**M1 wires**

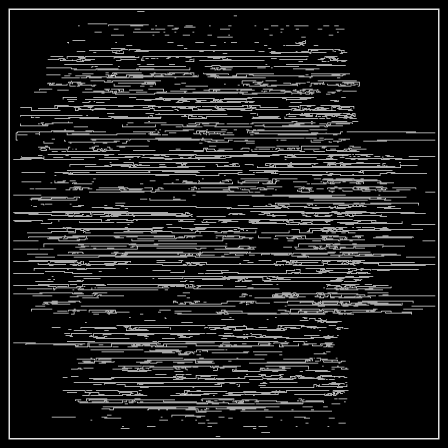
**Metal 2**

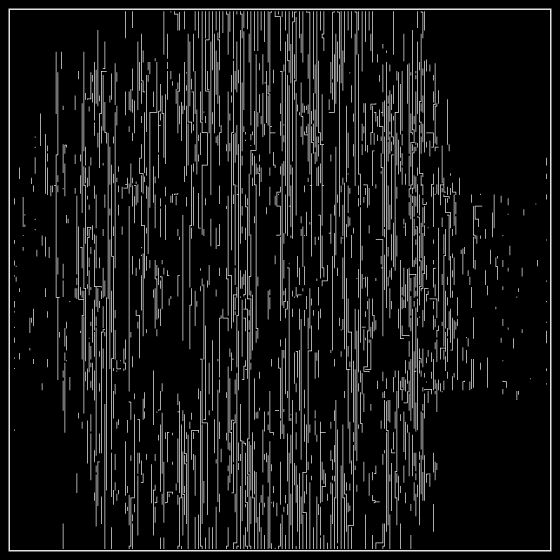
**Met3 routing**

Scale bar: 50 µm.
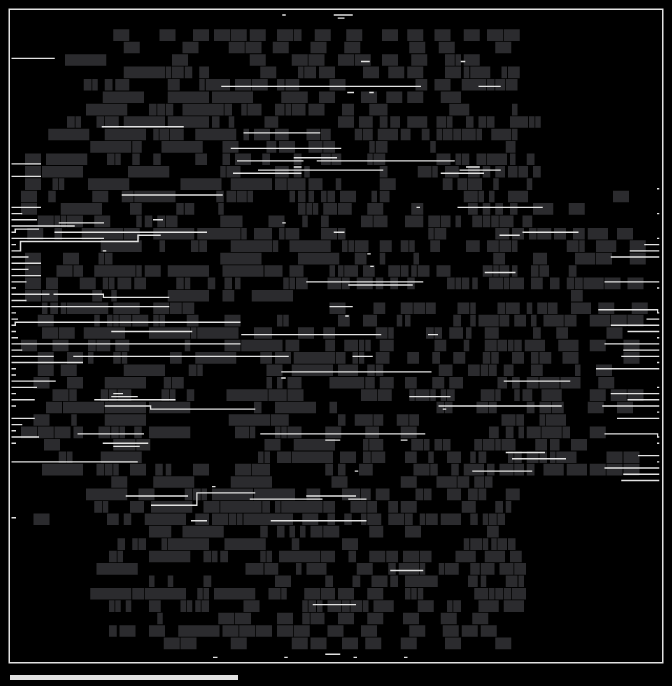
**The metal 4 layer**

Scale bar: 50 µm.
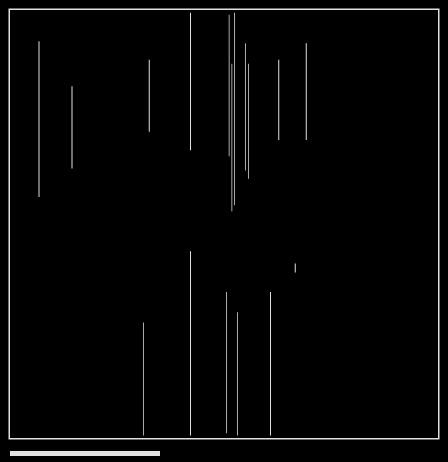
**Congestion heat map**

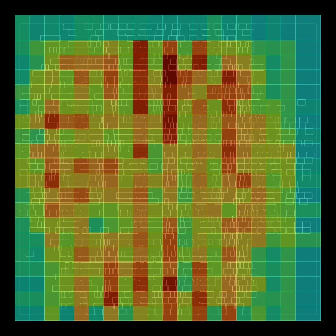
Design pc_sequencer, sky130hd; sources not shown.
==> flow_summary_export.csv <==
group,metric,value,unit
global_route,grt_overflow,0,
finish,lay_top_count,"clkdlybuf4s50_1",
timing,worst_clock_skew,0.00474,ns
synth,xor_share,0.0755,
clock_tree,clockRootBuffer,"clkbuf_16",
hold_path,holdPathStages,2,
run_status,status,"finished clean",
clock_tree,clock-sinks,67,
clock_tree,tritoncts.num_buffers,9,
finish,comb_share,0.466,
clock_tree,cts_setup_buffers,0,
critical_path,critical_path_arrival,4.52,ns
timing,final-hold-violation-count,0,
global_route,antenna_found_initial,1,
synth,top_cells_by_area,"dfrtp_1, ha_1, o21ai_0, nand2_1, a21oi_1",
pwr,power_leakage,3.46,nW
routing,wl_met3,1440,µm
pwr,seqPwrFrac,0.223,
place,numPortBuffers,192,
synth,yosys_area,5790,µm²
place,dp_hpwl,18200,µm
finish,sh_seq_area,0.200,
synth,ys.flops,67,
synth,synthArstFlopShare,1.00,
timing,setup_viol_count_final,0,
synth,yosys_cells,728,
global_route,grt_pass1_wl,34600,µm
finish,largest_class,"combinational gates",
finish,final_cells,1181,
place,place.gp.congestion,0.903,
synth,yosysMostFrequentCell,"nand2_1",
job,maxCapViolations,0,
synth,synth_adder_area_share,0.0813,
routing,drcViolationCount,0,
pwr,power.density,570,nW/µm²
pwr,p_switching,2.30,mW
finish,final_cell_mix,"clkdlybuf4s50_1, nand2_1, o21ai_0",
floorplan,die_h,143,µm
critical_path,required,4.90,ns
floorplan,io_pins,197,
global_route,grt_max_degree,49,
synth,synth_warnings,0,
place,dp_cells,1164,
synth,synth-simple-area-share,0.202,
pwr,p_clk_frac,0.145,
timing,finalCriticalPeriod,4.33,ns
timing,fin_crit_sh,0.921,
synth,edf_count,0,
pwr,p_int,2.46,mW
synth,syn_area,5790,µm²
timing,worstMarginPinSlew,0.761,ns
critical_path,cp_max_fo,7,
synth,synthCells,728,
routing,via_per_inst,5.25,
critical_path,path_class,"reg -> reg",
finish,nClkBuffers,12,
floorplan,taps,260,
critical_path,crit_path_max_incr_delay,0.52,ns
synth,ff_type,"dfrtp_1",
floorplan,rows,50,
synth,ys_seq_frac,0.290,
timing,rsz0062_at_grt,"false",
clock_tree,cts_resized,0,
timing,whs,0.500,ns
finish,clockNetworkAreaShare,0.0375,
finish,n_all_inverters,16,
critical_path,crit_buf_inv,0,
synth,synth.lib_cells_used.distinct,72,
timing,slew_headroom,0.493,
routing,dr.pass1.iters,4,
finish,areaGrowthSynthToFinish,44.7,%
synth,synth_top_area_share,0.285,
critical_path,critical-path-slowest-cell,"a311oi_1",
floorplan,fp_util,0.307,
critical_path,cpLargestDelayFamily,"AND-OR/OR-AND gates",
routing,wl_met1,11100,µm
timing,maxSlewViolCount,0,
critical_path,r2r_slack,0.37,ns
floorplan,fp.dieW,143,µm
finish,buffers,216,
pwr,p_sw_frac,0.483,
clock_tree,clk_pin_slew_worst_paths,0.05,ns
routing,drt_iter0_markers,458,
critical_path,crit_chain,"and4_4 > and4_4 > nand3_2 > nor2_1 > xor2_1 > ha_1 > a21oi_1 > o21ai_1 > a31oi_1 > o21ai_0 > a31oi_2 > nor2_1 > a311oi_1 > nor4_1 > o41ai_1",
floorplan,core,18800,µm²
synth,top_logic_kind,"AND-OR/OR-AND gates",
clock_tree,hold_buffers,0,
finish,comb_area,3900,µm²
hold_path,hp-class,"reg -> reg",
synth,synth_nets,864,
finish,drive_gt1_frac,0.0772,
synth,synth_top_cell_by_area,"dfrtp_1",
finish,n_antenna_cell,1,
finish,nets,1051,
finish,bufAreaShareNonClock,0.250,
synth,ys_sh_aoi,0.292,
clock_tree,cts_tree,"built",
clock_tree,htreeDepth,3,
critical_path,crit_path_end_kind,"register",
job,openroad.warnings,36,
routing,ant_nets,0,
routing,highest_layer,"met4",
pwr,vdd_drop_max,0.000253,V
critical_path,startpoint_type,"register",
global_route,top_usage_layer,"met2",
finish,fillers,1916,
finish,ff_count,67,
global_route,first_global_vias,5909,
synth,syn_avg_cell_area,7.95,µm²
critical_path,r2r_cells,15,
synth,netlist_top_cells_count,"nand2_1, o21ai_0, dfrtp_1",
finish,comb_cells,605,
pwr,p_comb_frac,0.632,
timing,timing.fmax,0.231,GHz
clock_tree,clock_tree.buffer_depth,2,
floorplan,dieArea,20400,µm²
critical_path,crit_cells,15,
synth,ys_sh_mux,0.0205,
finish,register_area,1680,µm²
routing,wl_met2,9870,µm
clock_tree,insertion_delay,0.33,ns
timing,fin_setup_tns,0,ns
Back to the opening pictures, 'M1 wires':
share of all routed wire: 48%
longest straight run: 58.9 µm
Vias: 6196
final wirelength: 23100 µm

Back to the opening pictures, 'metal 2':
share of all routed wire: 43%
longest straight run: 64.9 µm
nets with wire on the layer: 829
GR Util met2: 0.331

Back to the opening pictures, 'met3 routing':
main direction: horizontal
share of all routed wire: 6.2%
wire length on this layer: 1440 µm
nets with wire on the layer: 130
GRT met3 Usage: 0.0412

Back to the opening pictures, 'the metal 4 layer':
share of all routed wire: 3.0%
longest straight run: 63.9 µm

Back to the opening pictures, 'congestion heat map':
WL/cell: 19.5 µm
grt met1 use: 0.327
final core utilization: 0.444
Total GRT Usage: 0.224

-- power groups by stage --
| stage | Clock [mW] | Sequential [mW] | Combinational [mW] |
|---|---|---|---|
| CTS | 0.707 | 1.06 | 3.00 |
| floorplan | 0 | 1.42 | 1.41 |
| finish | 0.692 | 1.07 | 3.01 |
| global route | 0.733 | 1.10 | 3.25 |
| detailed placement | 0 | 1.07 | 2.99 |
| global placement | 0 | 1.06 | 2.99 |
-- per-stage QoR --
stage | util | setup WS, ns | instance area (µm²) | power [mW]
floorplan | - | 0.599 | 5790 | 2.83
global placement | 0.427 | 0.535 | 8040 | 4.05
detailed placement | 0.428 | 0.531 | 8050 | 4.05
CTS | 0.444 | 0.468 | 8370 | 4.77
global route | 0.444 | 0.141 | 8370 | 5.08
finish | 0.444 | 0.371 | 8370 | 4.77
Power is estimated from default activity; no workload was simulated.
